File: config.mk
export PLATFORM = sky130hd
export DESIGN_NAME = cond_exec_stage
export DESIGN_NICKNAME = d
export VERILOG_FILES = /design/src/rtl/cond_exec_stage.sv
export SDC_FILE = /design/constraint.sdc
export NUM_CORES = 1
export LEC_CHECK = 0
export CORE_MARGIN = 3
export CORE_UTILIZATION = 41
export DETAILED_ROUTE_END_ITERATION = 8
export PLACE_DENSITY_LB_ADDON = 0.25
export SLEW_MARGIN = 10
export SYNTH_ARGS = -nofsm -noshare
export SYNTH_HDL_FRONTEND = slang
export SYNTH_SLANG_ARGS = --single-unit
File: constraint.sdc
create_clock -name clk -period 4.4 [get_ports clk]
set_input_delay 0.88 -clock clk [delete_from_list [all_inputs] [get_ports clk]]
set_output_delay 0.88 -clock clk [all_outputs]
set_load 0.05 [all_outputs]
File: src/rtl/cond_exec_stage.sv
// Execute-stage back end: NZCV flag register, condition evaluation, side-effect
// gating and the Execute/Memory pipeline register.
module cond_exec_stage #(
    parameter int BITS = 32,
    parameter int RA   = 4
) (
    input  logic            clk,
    input  logic            reset,
    input  logic            StallM,
    input  logic            FlushM,
    input  logic [3:0]      CondE,
    input  logic [1:0]      FlagWriteE,
    input  logic            RegWriteE,
    input  logic            MemWriteE,
    input  logic            MemtoRegE,
    input  logic            PCSrcE,
    input  logic [3:0]      ALUFlags,
    input  logic [BITS-1:0] ALUResultE,
    input  logic [BITS-1:0] WriteDataE,
    input  logic [RA-1:0]   WA3E,
    output logic            CondExE,
    output logic            BranchTakenE,
    output logic [3:0]      Flags,
    output logic            RegWriteM,
    output logic            MemWriteM,
    output logic            MemtoRegM,
    output logic            PCSrcM,
    output logic [BITS-1:0] ALUOutM,
    output logic [BITS-1:0] WriteDataM,
    output logic [RA-1:0]   WA3M
);

    logic [3:0]      flags_reg;
    logic [3:0]      flags_next;
    logic            cond_ex;
    logic            flag_we;
    logic            reg_write_reg, mem_write_reg, mem_to_reg_reg, pc_src_reg;
    logic [BITS-1:0] alu_out_reg, write_data_reg;
    logic [RA-1:0]   wa3_reg;

    logic n_flag, z_flag, c_flag, v_flag;
    assign {n_flag, z_flag, c_flag, v_flag} = flags_reg;

    // Condition is judged against the committed flags only, so a flag-setting
    // instruction directly ahead is seen one cycle later without forwarding.
    always_comb begin
        cond_ex = 1'b0;
        case (CondE)
            4'h0: cond_ex = z_flag;
            4'h1: cond_ex = ~z_flag;
            4'h2: cond_ex = c_flag;
            4'h3: cond_ex = ~c_flag;
            4'h4: cond_ex = n_flag;
            4'h5: cond_ex = ~n_flag;
            4'h6: cond_ex = v_flag;
            4'h7: cond_ex = ~v_flag;
            4'h8: cond_ex = c_flag & ~z_flag;
            4'h9: cond_ex = ~c_flag | z_flag;
            4'hA: cond_ex = (n_flag == v_flag);
            4'hB: cond_ex = (n_flag != v_flag);
            4'hC: cond_ex = ~z_flag & (n_flag == v_flag);
            4'hD: cond_ex = z_flag | (n_flag != v_flag);
            4'hE: cond_ex = 1'b1;
            default: cond_ex = 1'b0;
        endcase
    end

    assign CondExE      = cond_ex;
    assign BranchTakenE = PCSrcE & cond_ex & ~FlushM;
    assign flag_we      = ~StallM & ~FlushM & cond_ex;

    // Half 1 is {N,Z}, half 0 is {C,V}; each has its own write enable.
    genvar gi;
    generate
        for (gi = 0; gi < 2; gi++) begin : g_flag_half
            assign flags_next[gi*2 +: 2] = (flag_we & FlagWriteE[gi]) ?
                                           ALUFlags[gi*2 +: 2] : flags_reg[gi*2 +: 2];
        end
    endgenerate

    always_ff @(posedge clk) begin
        if (reset) begin
            flags_reg <= 4'b0000;
        end else begin
            flags_reg <= flags_next;
        end
    end

    always_ff @(posedge clk) begin
        if (reset) begin
            reg_write_reg  <= 1'b0;
            mem_write_reg  <= 1'b0;
            mem_to_reg_reg <= 1'b0;
            pc_src_reg     <= 1'b0;
            alu_out_reg    <= '0;
            write_data_reg <= '0;
            wa3_reg        <= '0;
        end else if (!StallM) begin
            if (FlushM) begin
                reg_write_reg  <= 1'b0;
                mem_write_reg  <= 1'b0;
                mem_to_reg_reg <= 1'b0;
                pc_src_reg     <= 1'b0;
                alu_out_reg    <= '0;
                write_data_reg <= '0;
                wa3_reg        <= '0;
            end else begin
                reg_write_reg  <= RegWriteE & cond_ex;
                mem_write_reg  <= MemWriteE & cond_ex;
                mem_to_reg_reg <= MemtoRegE;
                pc_src_reg     <= PCSrcE & cond_ex;
                alu_out_reg    <= ALUResultE;
                write_data_reg <= WriteDataE;
                wa3_reg        <= WA3E;
            end
        end
    end

    assign Flags      = flags_reg;
    assign RegWriteM  = reg_write_reg;
    assign MemWriteM  = mem_write_reg;
    assign MemtoRegM  = mem_to_reg_reg;
    assign PCSrcM     = pc_src_reg;
    assign ALUOutM    = alu_out_reg;
    assign WriteDataM = write_data_reg;
    assign WA3M       = wa3_reg;

endmodule

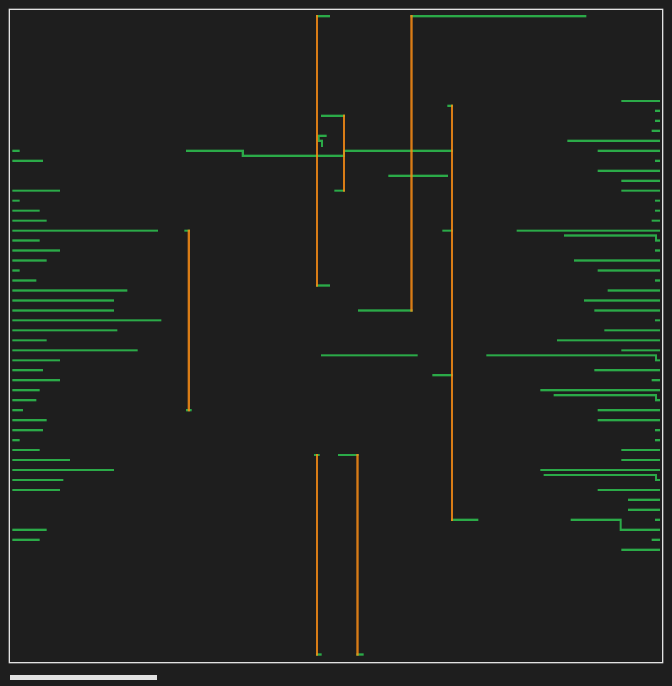
metal_stack.png
Scale bar: 20 um. Two of the layers only.
met4: marked orange, wire length 222 um. met3: marked green, wire length 656 um.
via count: 2781
Routed wire per std cell: 15.8 um
final WL: 8360 um

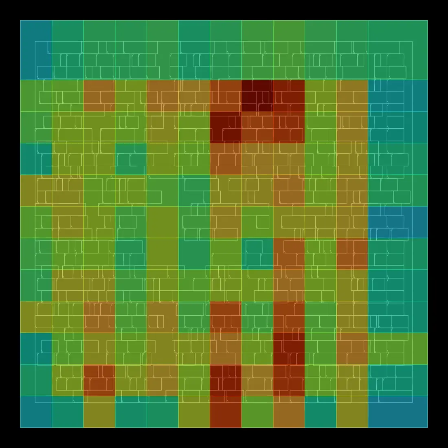
final_congestion.png
met3 Use GR: 0.0599
met1 usage: 0.239

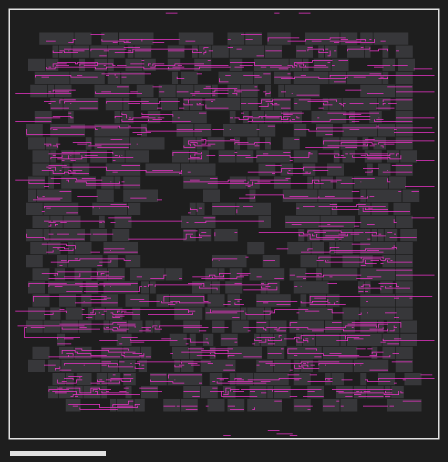
met1.png
Scale bar: 20 um.
The longest straight run is 25.3 um. 455 nets have wire on it. The layer carries 3200 um of wire. The layer holds 38% of the routed length.

-- cell usage after synthesis --
library cell,number
nor3_1,1
or3b_2,1
nor3b_1,2
o32a_4,1
nand4b_1,1
inv_1,2
nand3_1,1
o21ai_0,1
nand2b_1,11
buf_1,5
o211a_1,1
a22oi_1,68
a21boi_0,1
o41ai_2,1
o311ai_0,3
nand4_1,1
a32o_1,1
a31oi_2,1
dfxtp_1,76
or2b_1,2
xnor2_1,1
nand2_1,3
o311a_1,2
mux2i_1,6
nor2_1,73
buf_6,1
a311o_1,1
buf_2,2
clkbuf_1,19
a21oi_1,5
nand3b_1,2
-- cell type report --
class                      count  share of cell area
clock buffer                  11              0.0284
clock inverter                 5             0.00840
inverter                       2             0.00163
multi-input combinational    191               0.257
sequential                    76               0.329
tap                           77              0.0209
timing repair buffer         166               0.355
-- metal layers --
layer,wire (um),vias up
met5,0,-
met4,222,0
met3,656,17
met2,4280,105
met1,3200,1301
li1,-,1358
-- through the flow --
step | setup slack (ns) | cells | power, W
2_1_floorplan | 0.977 | 296 | 0.000918
3_3_place_gp | 0.607 | 512 | 0.00106
3_5_place_dp | 0.587 | 512 | 0.00106
4_1_cts | 0.582 | 528 | 0.00153
5_1_grt | 0.398 | 528 | 0.00158
6_report | 0.576 | 528 | 0.00151
-- power by group through the flow --
| stage | clock, W | combinational, W | sequential [W] |
|---|---|---|---|
| floorplan | 0 | 0.0000867 | 0.000832 |
| CTS | 0.000478 | 0.000322 | 0.000727 |
| global route | 0.000510 | 0.000338 | 0.000730 |
| finish | 0.000462 | 0.000320 | 0.000727 |
| detailed placement | 0 | 0.000321 | 0.000743 |
| global placement | 0 | 0.000317 | 0.000742 |
-- worst max-delay path: stages --
cell and delay [ns]:
clkdlybuf4s50_1 0.67, mux2i_1 0.24, o311ai_0 0.16, o32a_4 0.27, nor3_1 0.42, nor2_1 0.09, buf_4 0.20
-- logic make-up after synthesis --
family,Yosys count
compound gates,86
xor+xnor,1
buf+inv,29
flops,76
mux,6
simple gates,98
-- flip-flops by register name, indices dropped and copies added (netlist names) --
name	cells
WriteDataM	32
MemtoRegM	1
PCSrcM	1
MemWriteM	1
WA3M	4
Flags	4
ALUOutM	32
RegWriteM	1
-- cell usage in the layout (no fill, tap or decap), types with 4 or more instances in the layout --
cell type,netlist,routed
a21oi_1,5,5
clkinvlp_4,0,4
a22oi_1,68,68
buf_4,0,5
dfxtp_1,76,76
clkdlybuf4s50_1,0,159
nor2_1,73,72
nand2b_1,11,11
mux2i_1,6,6
clkbuf_8,0,9
-- path summary, 6_finish.rpt --
kind / to / cells after the start / from / slack, ns
max reg2reg: Flags[2] / 5 / Flags[2] / 2.66
min reg2reg: MemWriteM / 2 / MemWriteM / 0.46
min: MemWriteM / 2 / MemWriteM / 0.46
max: BranchTakenE / 7 / CondE[2] / 0.58
==> out/metrics.yaml <==
run:
  maxCapViolCount: 0
  warnings: 26
final_timing:
  worst_hold_slack_ns: 0.465
  fin_crit_sh: 0.869
  hold_viol: 0
  fmax_mhz: 262
  slew_headroom: 0.507
  worstMarginPinSlew_ns: 0.740
  rsz0062_at_grt: "false"
  min_period_ns: 3.82
  report.final.slew_viol_count: 0
  skew_ns: 0.000526
  tns_ns: 0
  setup_violations: 0
logic_synthesis:
  synth_nets: 382
  synth_cell_types: 31
  ys_cells: 296
  avgSynthCellArea_um2: 9.52
  synth.cell_area_mm2: 0.00282
  simple_gate_share: 0.154
  synth-warning-count: 0
  ys_chip_area_mm2: 0.00282
  ys_seq_share: 0.540
  synth_area_leader_cell: "dfxtp_1"
  ys_sh_mux: 0.0213
  synth_flop_count: 76
  adder_share: 0
  top_logic_kind: "AND-OR/OR-AND gates"
  top_cell_area_share: 0.540
  xor_share: 0.00311
  synthCells: 296
  ys_sh_aoi: 0.240
  ys_top_cells_by_area: "dfxtp_1, a22oi_1, nor2_1"
global_route:
  busiest_layer: "met2"
  grt_max_degree: 75
  grt_util_all_layers: 0.208
  overflow: 0
  first_global_vias: 2629
  grt_use_met2: 0.353
  antenna_found_initial: 0
  grt_pass1_wl_um: 12600
clocking:
  root_buffer: "clkbuf_8"
  holdBufCountCts: 0
  cts_resized: 0
  clkTransAtPathRegs_ns: 0.07
  post-cts-setup-buffers: 0
  clk_path_buf_depth: 2
  cts_made_buffers: 9
  worst_skew_pair.late_latency_ns: 0.34
  cts_tree: "done"
  cts.sinks: 76
  cts-htree-levels: 3
cells_and_area:
  fill_cells: 502
  seqCellArea_mm2: 0.00152
  drive_above_1_share: 0.0576
  areaGrowthSynthToFinish_pct: 63.9
  mi_logic_area_mm2: 0.00118
  fin_area_mm2: 0.00462
  fin_nets: 532
  final_util: 0.711
  diodes: 0
critical_path:
  path_max_fanout: 12
  cp.arrival_ns: 2.94
  required_ns: 3.52
  critPathCaptureType: "primary output"
  worstSetupPathType: "input pin to primary output"
  worst_setup_path_start_kind: "input pin"
status:
  status: "completed"
pwr:
  power.leakage_nw: 1.69
  swShare: 0.297
  p_int_w: 0.00106
  pwr-share-comb: 0.212
  p_seq_frac: 0.482
  p_switching_w: 0.000449
  p_clk_frac: 0.306
  cellPowerDensity_mw_per_mm2: 327
  vdd_ir_drop_max_v: 0.000239
detailed_routing:
  drc: 0
  first_iter_violations: 126
  viasPerCell: 5.27
  ant_nets: 0
  drtPass1Iterations: 4
worst_hold_path:
  min_path_type: "flop to flop"
die:
  io_pins: 164
  dieHeight_um: 88.9
  core_area_mm2: 0.00649
  chipArea_mm2: 0.00790
  num_rows: 29
  die_x_um: 88.9
  fp_util: 0.434
place:
  dpl_cell_area_mm2: 0.00445
  dp_hpwl_um: 5830
  io_buffers: 163
  place.gp.congestion: 0.743
Power is estimated from default activity; no workload was simulated.
